===== config.mk =====
export PLATFORM = sky130hd
export DESIGN_NAME = uart_tx_core
export DESIGN_NICKNAME = d
export VERILOG_FILES = /design/src/rtl/uart_pkg.sv /design/src/rtl/uart_baud_cnt.sv /design/src/rtl/uart_tx_core.sv
export SDC_FILE = /design/constraint.sdc
export NUM_CORES = 1
export LEC_CHECK = 0
export CAP_MARGIN = 20
export CORE_ASPECT_RATIO = 1.2
export CORE_MARGIN = 1
export CORE_UTILIZATION = 40
export DETAILED_ROUTE_END_ITERATION = 10
export PLACE_DENSITY_LB_ADDON = 0.3
export SLEW_MARGIN = 20
export SYNTH_ARGS = -nofsm -noshare
export SYNTH_HDL_FRONTEND = slang
export SYNTH_SLANG_ARGS = --single-unit

===== constraint.sdc =====
create_clock -name clk -period 5.4 [get_ports clk]
set_input_delay 1.62 -clock clk [delete_from_list [all_inputs] [get_ports clk]]
set_output_delay 1.62 -clock clk [all_outputs]
set_load 0.05 [all_outputs]

===== src/rtl/uart_pkg.sv =====
// Shared UART definitions: transmit state encoding, parity mode encodings,
// default bit-period length and a parity helper. Reused by the RX core.
package uart_pkg;

    // 100 MHz system clock / 115200 Bd
    localparam int unsigned CLKS_PER_BIT_DEF = 868;

    localparam int unsigned PAR_NONE = 0;
    localparam int unsigned PAR_EVEN = 1;
    localparam int unsigned PAR_ODD  = 2;

    typedef enum logic [2:0] {
        ST_IDLE   = 3'd0,
        ST_START  = 3'd1,
        ST_DATA   = 3'd2,
        ST_PARITY = 3'd3,
        ST_STOP   = 3'd4
    } tx_state_t;

    // Parity bit that makes the total count of ones even (PAR_EVEN) or odd (PAR_ODD)
    function automatic logic parity_bit(input logic [7:0] data, input int unsigned mode);
        return (mode == PAR_ODD) ? ~^data : ^data;
    endfunction

endpackage


===== src/rtl/uart_baud_cnt.sv =====
// Bit-period timer. Counts 0..CLKS_PER_BIT-1 while enabled and pulses o_tick
// in the terminal-count cycle, then wraps to 0.
//   clk, rstn  : clock, asynchronous active-low reset
//   i_en       : count enable (hold value when low)
//   i_clr      : synchronous clear, wins over enable
//   o_tick     : high in the last cycle of each bit period
module uart_baud_cnt
    import uart_pkg::*;
#(
    parameter int unsigned CLKS_PER_BIT = CLKS_PER_BIT_DEF
) (
    input  logic clk,
    input  logic rstn,
    input  logic i_en,
    input  logic i_clr,
    output logic o_tick
);

    localparam int unsigned CW = (CLKS_PER_BIT > 1) ? $clog2(CLKS_PER_BIT) : 1;
    localparam logic [CW-1:0] TC = CW'(CLKS_PER_BIT - 1);

    logic [CW-1:0] cnt_q;
    logic [CW-1:0] cnt_d;

    assign o_tick = i_en && (cnt_q == TC);

    always_comb begin
        cnt_d = cnt_q;
        if (i_clr) begin
            cnt_d = '0;
        end else if (i_en) begin
            cnt_d = o_tick ? '0 : cnt_q + CW'(1);
        end
    end

    always_ff @(posedge clk or negedge rstn) begin
        if (!rstn) begin
            cnt_q <= '0;
        end else begin
            cnt_q <= cnt_d;
        end
    end

endmodule


===== src/rtl/uart_tx_core.sv =====
// UART transmit serializer. Accepts one byte per valid/ready handshake and
// sends start, 8 data bits LSB first, optional parity and 1 or 2 stop bits.
//   clk, rstn        : clock, asynchronous active-low reset
//   i_tx_en          : transmitter enable
//   i_tx_rst         : synchronous soft reset, aborts any frame
//   i_tx_data        : byte to send
//   i_tx_data_valid  : byte valid pulse
//   o_tx_data_ready  : byte accepted this cycle if valid
//   o_tx_state       : frame in progress
//   o_tx             : serial line, idle high, flop output
//
// state     | meaning
// ----------+--------------------------------------------
// ST_IDLE   | line high, waiting for a byte
// ST_START  | start bit (low) for one bit period
// ST_DATA   | 8 data bits, LSB first, shift each period
// ST_PARITY | parity bit, only when PARITY != PAR_NONE
// ST_STOP   | line high for STOP_BITS bit periods
module uart_tx_core
    import uart_pkg::*;
#(
    parameter int unsigned CLKS_PER_BIT = CLKS_PER_BIT_DEF,
    parameter int unsigned PARITY       = PAR_NONE,
    parameter int unsigned STOP_BITS    = 1
) (
    input  logic       clk,
    input  logic       rstn,
    input  logic       i_tx_en,
    input  logic       i_tx_rst,
    input  logic [7:0] i_tx_data,
    input  logic       i_tx_data_valid,
    output logic       o_tx_data_ready,
    output logic       o_tx_state,
    output logic       o_tx
);

    tx_state_t  state_q, state_d;
    logic [7:0] shift_q, shift_d;
    logic       par_q, par_d;
    logic [2:0] bit_cnt_q, bit_cnt_d;
    logic       stop_cnt_q, stop_cnt_d;
    logic       tx_q, tx_d;

    logic       accept;
    logic       baud_tick;

    assign o_tx_data_ready = (state_q == ST_IDLE) && i_tx_en && !i_tx_rst;
    assign accept          = i_tx_data_valid && o_tx_data_ready;
    assign o_tx_state      = (state_q != ST_IDLE);
    assign o_tx            = tx_q;

    uart_baud_cnt #(
        .CLKS_PER_BIT (CLKS_PER_BIT)
    ) u_baud_cnt (
        .clk    (clk),
        .rstn   (rstn),
        .i_en   (state_q != ST_IDLE),
        .i_clr  (accept || i_tx_rst),
        .o_tick (baud_tick)
    );

    always_comb begin
        state_d    = state_q;
        shift_d    = shift_q;
        par_d      = par_q;
        bit_cnt_d  = bit_cnt_q;
        stop_cnt_d = stop_cnt_q;

        if (i_tx_rst) begin
            state_d    = ST_IDLE;
            bit_cnt_d  = '0;
            stop_cnt_d = 1'b0;
        end else begin
            case (state_q)
                ST_IDLE: begin
                    if (accept) begin
                        shift_d    = i_tx_data;
                        par_d      = parity_bit(i_tx_data, PARITY);
                        bit_cnt_d  = '0;
                        stop_cnt_d = 1'b0;
                        state_d    = ST_START;
                    end
                end
                ST_START: begin
                    if (baud_tick) begin
                        state_d = ST_DATA;
                    end
                end
                ST_DATA: begin
                    if (baud_tick) begin
                        shift_d = {1'b0, shift_q[7:1]};
                        if (bit_cnt_q == 3'd7) begin
                            bit_cnt_d = '0;
                            state_d   = (PARITY != PAR_NONE) ? ST_PARITY : ST_STOP;
                        end else begin
                            bit_cnt_d = bit_cnt_q + 3'd1;
                        end
                    end
                end
                ST_PARITY: begin
                    if (baud_tick) begin
                        state_d = ST_STOP;
                    end
                end
                ST_STOP: begin
                    if (baud_tick) begin
                        if ((STOP_BITS == 2) && (stop_cnt_q == 1'b0)) begin
                            stop_cnt_d = 1'b1;
                        end else begin
                            stop_cnt_d = 1'b0;
                            state_d    = ST_IDLE;
                        end
                    end
                end
                default: begin
                    state_d = ST_IDLE;
                end
            endcase
        end

        // Line value is derived from the next state so the registered output
        // changes on the same edge as the state, keeping bit edges aligned.
        case (state_d)
            ST_START:  tx_d = 1'b0;
            ST_DATA:   tx_d = shift_d[0];
            ST_PARITY: tx_d = par_d;
            default:   tx_d = 1'b1;
        endcase
    end

    always_ff @(posedge clk or negedge rstn) begin
        if (!rstn) begin
            state_q    <= ST_IDLE;
            shift_q    <= '0;
            par_q      <= 1'b0;
            bit_cnt_q  <= '0;
            stop_cnt_q <= 1'b0;
            tx_q       <= 1'b1;
        end else begin
            state_q    <= state_d;
            shift_q    <= shift_d;
            par_q      <= par_d;
            bit_cnt_q  <= bit_cnt_d;
            stop_cnt_q <= stop_cnt_d;
            tx_q       <= tx_d;
        end
    end

endmodule


==> results.json, run 1 <==
{
  "num_vias": 1251,
  "clkCellAreaFrac_pct": 2.635,
  "route.detailed.drc": 4,
  "outcome": "finished, violations left",
  "wl_per_cell_um": 15.35,
  "yosys_warnings": 0,
  "flop_cell": "dfrtp_1",
  "routed-wl-met3_um": 84,
  "grt_pass1_wl_um": 5395,
  "die_area_um2": 3913,
  "clockRootBuffer": "clkbuf_8",
  "placementRows": 23,
  "async_flop_share_pct": 100.0,
  "use_met1_pct": 18.93,
  "synth_simple_gate_area_share_pct": 25.51,
  "min_path_type": "reg2reg",
  "hold_violations": 0,
  "wl_um": 3224,
  "grt_max_degree": 27,
  "nonClkBufAreaFrac_pct": 10.54,
  "end_kind": "primary output",
  "regArea_um2": 651.9,
  "postSynthSeqShare_pct": 44.45,
  "rr_worst_depth": 7,
  "synth_nets": 173,
  "final-comb-area_um2": 770.7,
  "synth_cell_type_count": 43,
  "post-cts-setup-buffers": 0,
  "worstSetupStartpointType": "primary input",
  "crit_path_end": "o_tx_data_ready",
  "fp.dieH_um": 68.33,
  "die_w_um": 57.27,
  "aoi_share_pct": 19.11,
  "clockBufferDepth": 2,
  "maxCapViolations": 0,
  "use_met3_pct": 2.268,
  "place_hpwl_um": 2386,
  "layout.nets": 190,
  "yosysCellCount": 157,
  "grtUsageMet2_pct": 35.15,
  "finalCritPeriodShare_pct": 88.36,
  "ys_area_um2": 1466,
  "track_usage_pct": 18.23,
  "cts_resized": 0,
  "dominant_cells": "multi-input combinational cells",
  "cp.required_ps": 3780,
  "ys_sh_mux_pct": 0,
  "wl_met2_um": 1716,
  "worst_pin_slew_ps": 716.8,
  "cts_max_level": 1,
  "nMultiInputCombCells": 120,
  "skew_ps": 5.773,
  "crit_type": "in2out",
  "globalplace.congestion": 0.7915,
  "clock_sinks": 26,
  "dp_slack_ps": 615.7,
  "buffers": 19,
  "final_max_slew_viol_count": 0,
  "initCoreUtil_pct": 42.82,
  "tapCellCount": 37,
  "clock.fmax_ghz": 0.2096,
  "violations": "DRC",
  "yosys.area_share.xor_xnor_pct": 5.375,
  "logic_family": "simple AND/OR/NAND/NOR gates",
  "met1Wirelength_um": 1327,
  "cp-startpoint": "i_tx_rst",
  "edf_count": 0,
  "antenna_found_initial": 0,
  "num-nonclk-inverters": 4,
  "ys.flops": 26,
  "clkbuf_count": 4,
  "tool_warnings": 26,
  "cts_buffers": 3,
  "vias_per_cell": 5.957,
  "min_from": "shift_q[2]",
  "rsz0062_at_grt": "no",
  "place_inst": 206
}
[run 1: state kept, by name (all words and copies together), names as in the netlist]
register,count
state_q,3
o_tx,1
u_baud_cnt.cnt_q,10
bit_cnt_q,3
par_q,1
shift_q,8
[run 1: worst max-delay path, cell delays in order]
cell	delay (ps)
clkdlybuf4s50_1	460
nor3b_1	230
clkdlybuf4s50_1	840
[run 1: cells in the mapped netlist (2+ instances only)]
master | instances | share of area (%)
inv_1 | 4 | 1.0
nor3_1 | 5 | 1.7
clkbuf_1 | 5 | 1.3
o211ai_1 | 3 | 1.5
xnor2_1 | 7 | 4.2
nand3b_1 | 3 | 1.5
nand2b_1 | 4 | 1.7
nand2_1 | 8 | 2.0
o21ai_0 | 6 | 2.0
nand3_1 | 2 | 0.68
nand4_1 | 3 | 1.3
nor2_1 | 29 | 7.4
dfrtp_1 | 25 | 43
a21oi_1 | 9 | 3.1
nor4_1 | 2 | 0.85
xor2_1 | 2 | 1.2
o21ai_1 | 3 | 1.0
buf_2 | 2 | 0.68
ha_1 | 3 | 2.6
nor4_2 | 2 | 1.7
a221oi_1 | 6 | 3.6
or2_2 | 3 | 1.3
[run 1: stage by stage]
stage / utilization (%) / power, mW / hold WS [ps] / cell area (um2)
3_5_place_dp: 48.59 / 0.2995 / 509.7 / 1664
2_1_floorplan: - / 0.2703 / 467.1 / 1466
5_1_grt: 49.91 / 0.4266 / 546.7 / 1709
4_1_cts: 49.91 / 0.4148 / 530.7 / 1709
6_report: 49.91 / 0.4092 / 527.8 / 1709
3_3_place_gp: 48.59 / 0.2971 / 495.8 / 1664
[run 1: report_power, final]
group	internal, mW	total (mW)	switching (mW)
registers	0.213	0.223	0.0109
clock network	0.0530	0.114	0.0613
logic	0.0321	0.0714	0.0393
total	0.298	0.409	0.112
Figure 1. Placed cells, one colour a class (run 1).
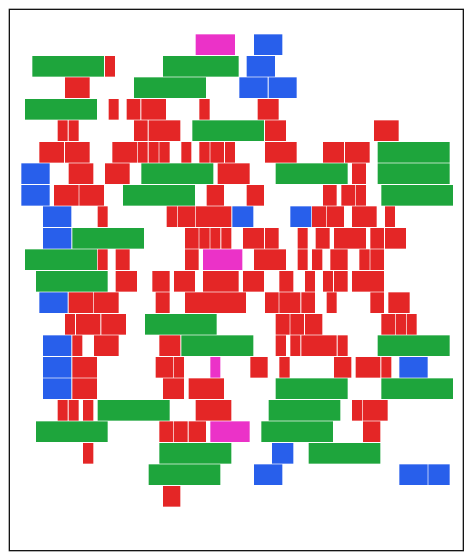
| colour | class | cells | share of their area |
|---|---|---|---|
| red | all other logic | 124 | 47% |
| green | flops | 26 | 39% |
| magenta | clock drivers and dummy loads | 4 | 2.7% |
| blue | other buffers and delay cells | 19 | 11% |
Util after Layout: 49.91%
Seq/total area: 38.14%
Std-Cell Core Area: 3425 um2

Figure 2. Where the registers sit (run 1).
The bar under the picture is 20 um long.
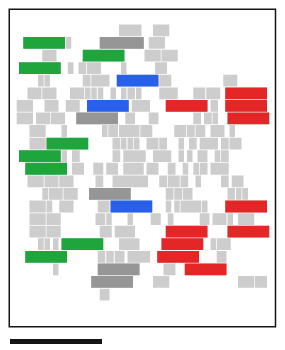
| colour | name in the netlist | sequential cells |
|---|---|---|
| red | u_baud_cnt.cnt_q | 10 |
| blue | state_q | 3 |
| green | shift_q | 8 |
not coloured: 5

Figure 3. Clock network drawn from the DEF (run 1).
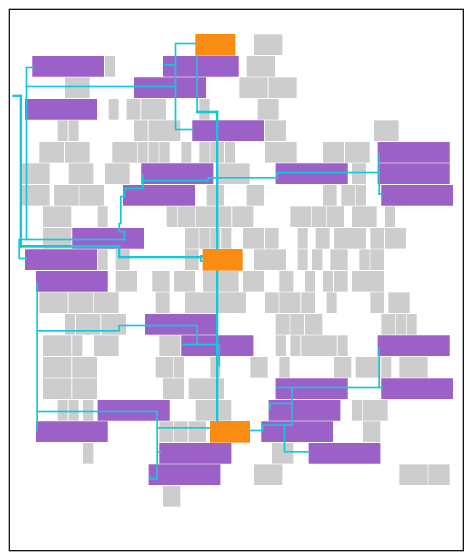
[orange] cells driving clock nets | count: 3
[cyan] clock wires | length: 356 um
[purple] flip-flops | count: 26
flops lie: all over the die
routed clock nets: 4

Figure 4. Sizing map (run 1).
The bar under the picture is 20 um long.
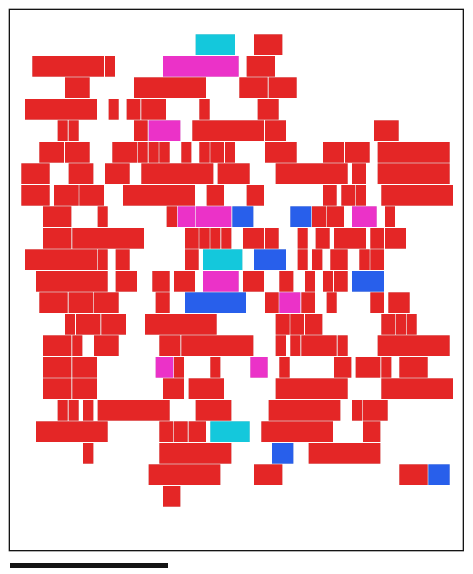

==> run 2, diff against run 1 <==
--- a/config.mk
+++ b/config.mk
@@ -6,9 +6,9 @@
 export NUM_CORES = 1
 export LEC_CHECK = 0
 export CAP_MARGIN = 20
-export CORE_ASPECT_RATIO = 1.2
 export CORE_MARGIN = 1
 export CORE_UTILIZATION = 40
+export CTS_CLUSTER_DIAMETER = 150
 export DETAILED_ROUTE_END_ITERATION = 10
 export PLACE_DENSITY_LB_ADDON = 0.3
 export SLEW_MARGIN = 20
==> constraint.sdc (replaced) <==
create_clock -name clk -period 5.1 [get_ports clk]
set_input_delay 1.53 -clock clk [delete_from_list [all_inputs] [get_ports clk]]
set_output_delay 1.53 -clock clk [all_outputs]
set_load 0.05 [all_outputs]
Figure 5. Sizing map (run 2).
The bar under the picture is 20 um long.
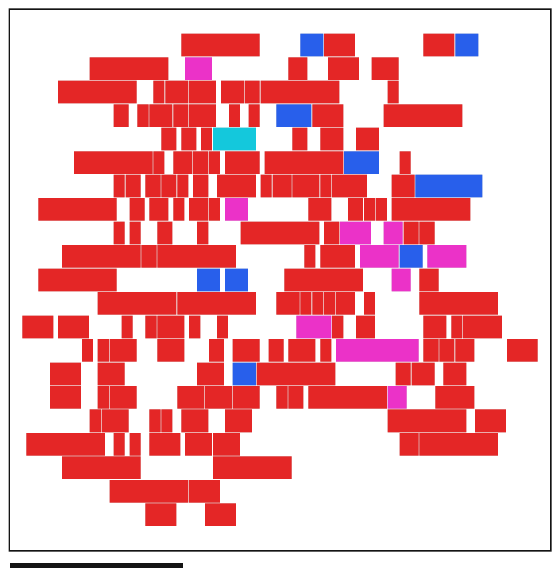
| colour | size | cells | share |
|---|---|---|---|
| magenta | drive 2 | 10 | 5.8% |
| blue | drive 3 to 4 | 9 | 5.3% |
| cyan | drive 6 and up | 1 | 0.58% |
| red | drive 1 or less | 151 | 88% |

Figure 6. Clock network drawn from the DEF (run 2).
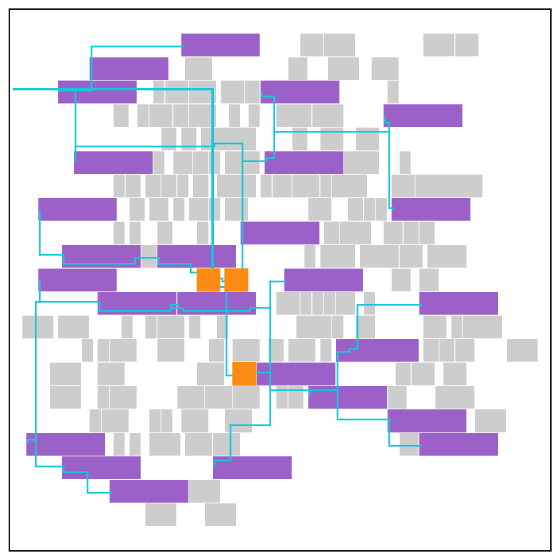
Worst-Skew Late Latency: 320 ps
Clock net power: 0.107 mW
Setup Skew: 4.620 ps
clock share of power: 25.6%

==> results.json, run 2 <==
{
  "outcome": "finished, final reports clean",
  "hold_violations": 0,
  "final_max_slew_viol_count": 0,
  "core_area_um2": 3416,
  "postSynthSeqShare_pct": 44.45,
  "p_sw_share_pct": 27.57,
  "comb_power_mw": 0.0745,
  "yosysTopAreaCellShare_pct": 42.66,
  "syn_area_per_cell_um2": 9.340,
  "crit_type": "reg2out",
  "worstSetupStartpointType": "flip-flop",
  "flop_cell": "dfrtp_1",
  "ys_area_um2": 1466,
  "min_path_type": "reg2reg",
  "finalCritPeriodShare_pct": 83.02,
  "largest_reg_flops": 10,
  "async_flop_share_pct": 100.0,
  "met1Wirelength_um": 1509,
  "grt_pass1_wl_um": 5506,
  "cts_buffers": 3,
  "p_sw_mw": 0.1150,
  "grtUsageMet2_pct": 27.31,
  "topCellsByArea": "dfrtp_1 43%, nor2_1 7.4%, xnor2_1 4.2%, a221oi_1 3.6%, a21oi_1 3.1%",
  "ys.flops": 26,
  "place_hpwl_um": 2226,
  "wl_um": 3084,
  "num_vias": 1255,
  "yosysCellCount": 157,
  "p_seq_mw": 0.236,
  "fp.dieH_um": 62.55,
  "finalCoreUtilization_pct": 49.74,
  "synth_nets": 173,
  "use_met3_pct": 1.825,
  "wl_per_cell_um": 14.21,
  "clockRootBuffer": "clkbuf_4",
  "end_kind": "primary output",
  "layout.nets": 188,
  "top_cells_by_count": "29 x nor2_1, 25 x dfrtp_1, 9 x a21oi_1, 8 x nand2_1, 7 x xnor2_1",
  "p_comb_share_pct": 17.9,
  "r2r-end": "shift_q[5]",
  "edf_count": 0,
  "routed-wl-met3_um": 91,
  "worst_pin_slew_ps": 824.9,
  "power_frac_seq_pct": 56.6,
  "use_met1_pct": 24.97,
  "yosys_warnings": 0,
  "rsz0062_at_grt": "no",
  "regMostFlops": "u_baud_cnt.cnt_q",
  "cp-startpoint": "state_q[2]",
  "vias_per_cell": 5.783,
  "route.detailed.drc": 0,
  "synth_area_leader_cell": "dfrtp_1",
  "min_from": "shift_q[1]",
  "globalplace.congestion": 0.7719,
  "p_int_mw": 0.3021,
  "clockBufferDepth": 2,
  "reg.largest.list": "u_baud_cnt.cnt_q x10, shift_q x8",
  "layout_top_cells": "29 x nor2_1, 25 x dfrtp_1, 14 x clkdlybuf4s50_1",
  "grt_max_degree": 27,
  "cts_max_level": 1,
  "cp.required_ps": 3570,
  "initCoreUtil_pct": 42.93,
  "placementRows": 21,
  "clock_sinks": 26,
  "crit_path_end": "o_tx_state",
  "track_usage_pct": 17.22,
  "slowest_delay_ps": 790,
  "post-cts-setup-buffers": 0,
  "crit_chain": "nor3_1, inv_1, clkdlybuf4s50_1",
  "rr_worst_depth": 6,
  "wl_met2_um": 1456,
  "largestPowerGroup": "sequential cells",
  "cts_resized": 0,
  "antenna_found_initial": 0
}
==> run 2: cell count changes in the layout (fill, tap and decap cells not counted), sizes merged <==
cell / previous run / this run
buf: 4 / 3
clkdlybuf4s50: 15 / 14
==> run 2: critical path, delay by kind of cell (launching register included) <==
| family | cells | cell delay, ps |
|---|---|---|
| buf+inv | 2 | 1140 |
| simple gates | 1 | 730 |
| flops | 1 | 520 |
==> run 2: cell families (layout without fill, tap and decap cells) <==
| family | after synthesis | in the layout | share of synthesized area, % |
|---|---|---|---|
| buf+inv | 11 | 25 | 2.986 |
| simple gates | 68 | 68 | 25.51 |
| flops | 26 | 26 | 44.45 |
| compound gates | 40 | 40 | 19.11 |
| xor+xnor | 9 | 9 | 5.376 |
| fa+ha+maj | 3 | 3 | 2.560 |
==> run 2: metrics by stage <==
| stage | setup slack (ps) | power, mW | std cells | hold WS (ps) | instance area, um2 |
|---|---|---|---|---|---|
| after detailed placement | 921.1 | 0.3148 | 213 | 503.7 | 1658 |
| after global placement | 962.9 | 0.3128 | 213 | 484.5 | 1658 |
| after global routing | 641.5 | 0.4397 | 217 | 567.0 | 1699 |
| after CTS | 889.2 | 0.4209 | 217 | 536.9 | 1694 |
| after floorplan | 675.4 | 0.2862 | 157 | 467.1 | 1466 |
| final | 865.9 | 0.4170 | 217 | 529.5 | 1699 |
==> run 2: cell type report <==
class / instances / area, um2 / share of cell area (%)
Multi-Input combinational cell: 120 / 775.7 / 45.66
Sequential cell: 26 / 651.9 / 38.37
Timing Repair Buffer: 17 / 162.7 / 9.573
Tap cell: 46 / 57.56 / 3.387
Clock buffer: 4 / 36.28 / 2.135
Inverter: 4 / 15.01 / 0.8837
Figure 7. Where the registers sit (run 2).
The bar under the picture is 20 um long.
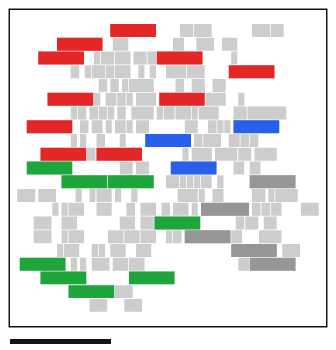

==> run 3, diff against run 2 <==
==> constraint.sdc (replaced) <==
create_clock -name clk -period 3.77 [get_ports clk]
set_input_delay 1.131 -clock clk [delete_from_list [all_inputs] [get_ports clk]]
set_output_delay 1.131 -clock clk [all_outputs]
set_load 0.05 [all_outputs]
Figure 8. Where the registers sit (run 3).
The bar under the picture is 20 um long.
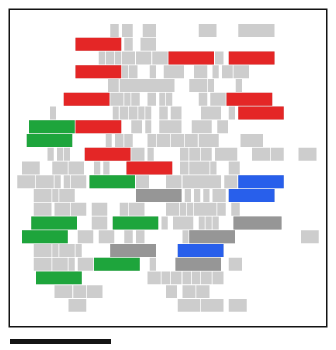
| colour | name in the netlist | sequential cells |
|---|---|---|
| green | shift_q | 8 |
| blue | state_q | 3 |
| red | u_baud_cnt.cnt_q | 10 |
not coloured: 5
Seq/total area: 37.29%
register area: 651.9 um2
Util after Layout: 51.17%
Seq. pwr: 0.318 mW

==> results.json, run 3 <==
{
  "outcome": "finished, final reports clean",
  "die_w_um": 62.55,
  "layout_top_cells": "29 x nor2_1, 25 x dfrtp_1, 14 x clkdlybuf4s50_1",
  "tool_warnings": 26,
  "critical-path-slowest-cell": "clkdlybuf4s50_1",
  "crit_type": "reg2out",
  "largest_reg_flops": 10,
  "final_max_slew_viol_count": 0,
  "place_inst": 215,
  "slowest_delay_ps": 860,
  "design_area_um2": 1748,
  "rsz0062_at_grt": "no",
  "flop_cell": "dfrtp_1",
  "globalplace.congestion": 0.8299,
  "flops": 26,
  "final-comb-area_um2": 780.7,
  "regMostFlops": "u_baud_cnt.cnt_q",
  "finalCritPeriodShare_pct": 90.43,
  "die_area_um2": 3912,
  "postSynthSeqShare_pct": 44.45,
  "wl_per_cell_um": 14.13,
  "yosysCellCount": 157,
  "worst_pin_slew_ps": 658.0,
  "post-cts-setup-buffers": 0,
  "edf_count": 0,
  "buffers": 19,
  "ys.flops": 26,
  "placementRows": 21,
  "ys_sh_mux_pct": 0,
  "clkbuf_count": 3,
  "cts_max_level": 1,
  "async_flop_share_pct": 100.0,
  "tapCellCount": 46,
  "num-nonclk-inverters": 4,
  "sh_comb_area_pct": 44.67,
  "logic_family": "simple AND/OR/NAND/NOR gates",
  "yosys_warnings": 0,
  "yosys.area_share.xor_xnor_pct": 5.375,
  "grt_pass1_wl_um": 5285,
  "topCellsByArea": "dfrtp_1 43%, nor2_1 7.4%, xnor2_1 4.2%, a221oi_1 3.6%, a21oi_1 3.1%",
  "synth_simple_gate_area_share_pct": 25.51,
  "yosysTopAreaCellShare_pct": 42.66,
  "vias_per_cell": 5.639,
  "crit_family": "buffers and inverters",
  "nonClkBufAreaFrac_pct": 10.88,
  "nMultiInputCombCells": 120,
  "initCoreUtil_pct": 42.93,
  "grt_max_degree": 27
}
Figure 9. Clock network drawn from the DEF (run 3).
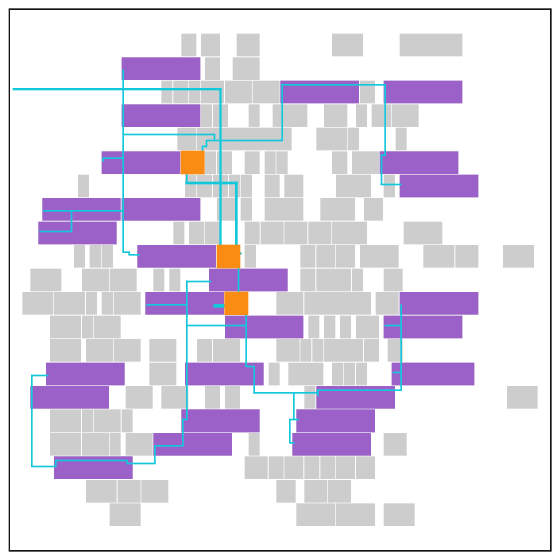
[orange] cells driving clock nets | count: 3
[cyan] clock wires | length: 283 um
[purple] flip-flops | count: 26
flops lie: all over the die

==> run 3: cell types whose count changed in the layout (fill, tap and decap cells not counted) <==
cell       before  now
buf_12          0    1
buf_4           3    4
bufinv_16       0    1
clkbuf_8        1    0
nor3b_1         1    0
nor3b_2         0    1
==> run 3: stage by stage <==
step	setup WS (ps)	total power [mW]	hold WS [ps]	util, %
floorplan	322.6	0.3877	467.1	-
global placement	559.5	0.4281	495.2	49.49
detailed placement	554.8	0.4309	489.7	49.49
CTS	339.3	0.6198	528.6	51.03
global route	192.9	0.6431	549.3	51.17
finish	360.7	0.6143	533.7	51.17
==> run 3: worst paths after layout <==
kind | startpoint | endpoint | slack [ps] | depth (start not counted)
setup / recovery | state_q[0] | o_tx_state | 360 | 4
hold / removal | shift_q[7] | shift_q[7] | 530 | 1
setup reg to reg | u_baud_cnt.cnt_q[0] | shift_q[5] | 1440 | 6
hold reg to reg | shift_q[7] | shift_q[7] | 530 | 1
max in group asynchronous | rstn | o_tx | 2330 | 2
min in group asynchronous | rstn | shift_q[6] | 1150 | 2
==> run 3: logic make-up after synthesis <==
logic type | Yosys count
fa+ha+maj | 3
buf+inv | 11
flops | 26
compound gates | 40
xor+xnor | 9
simple gates | 68
==> run 3: power by group <==
| group | internal, mW | switching (mW) | total, mW |
|---|---|---|---|
| logic | 0.0486 | 0.0578 | 0.106 |
| clock network | 0.108 | 0.0820 | 0.190 |
| registers | 0.304 | 0.0140 | 0.318 |
==> run 3: layer usage <==
layer	track usage [%]	routed length, um	share of wire [%]	up-vias
met5	0	0	0	-
met4	5.233	27	0.87	0
met3	2.190	117	3.8	4
met2	28.26	1479	48	33
met1	22.58	1469	47	586
li1	-	-	-	612
No activity file was given, so power comes from the tool's default toggle rates.
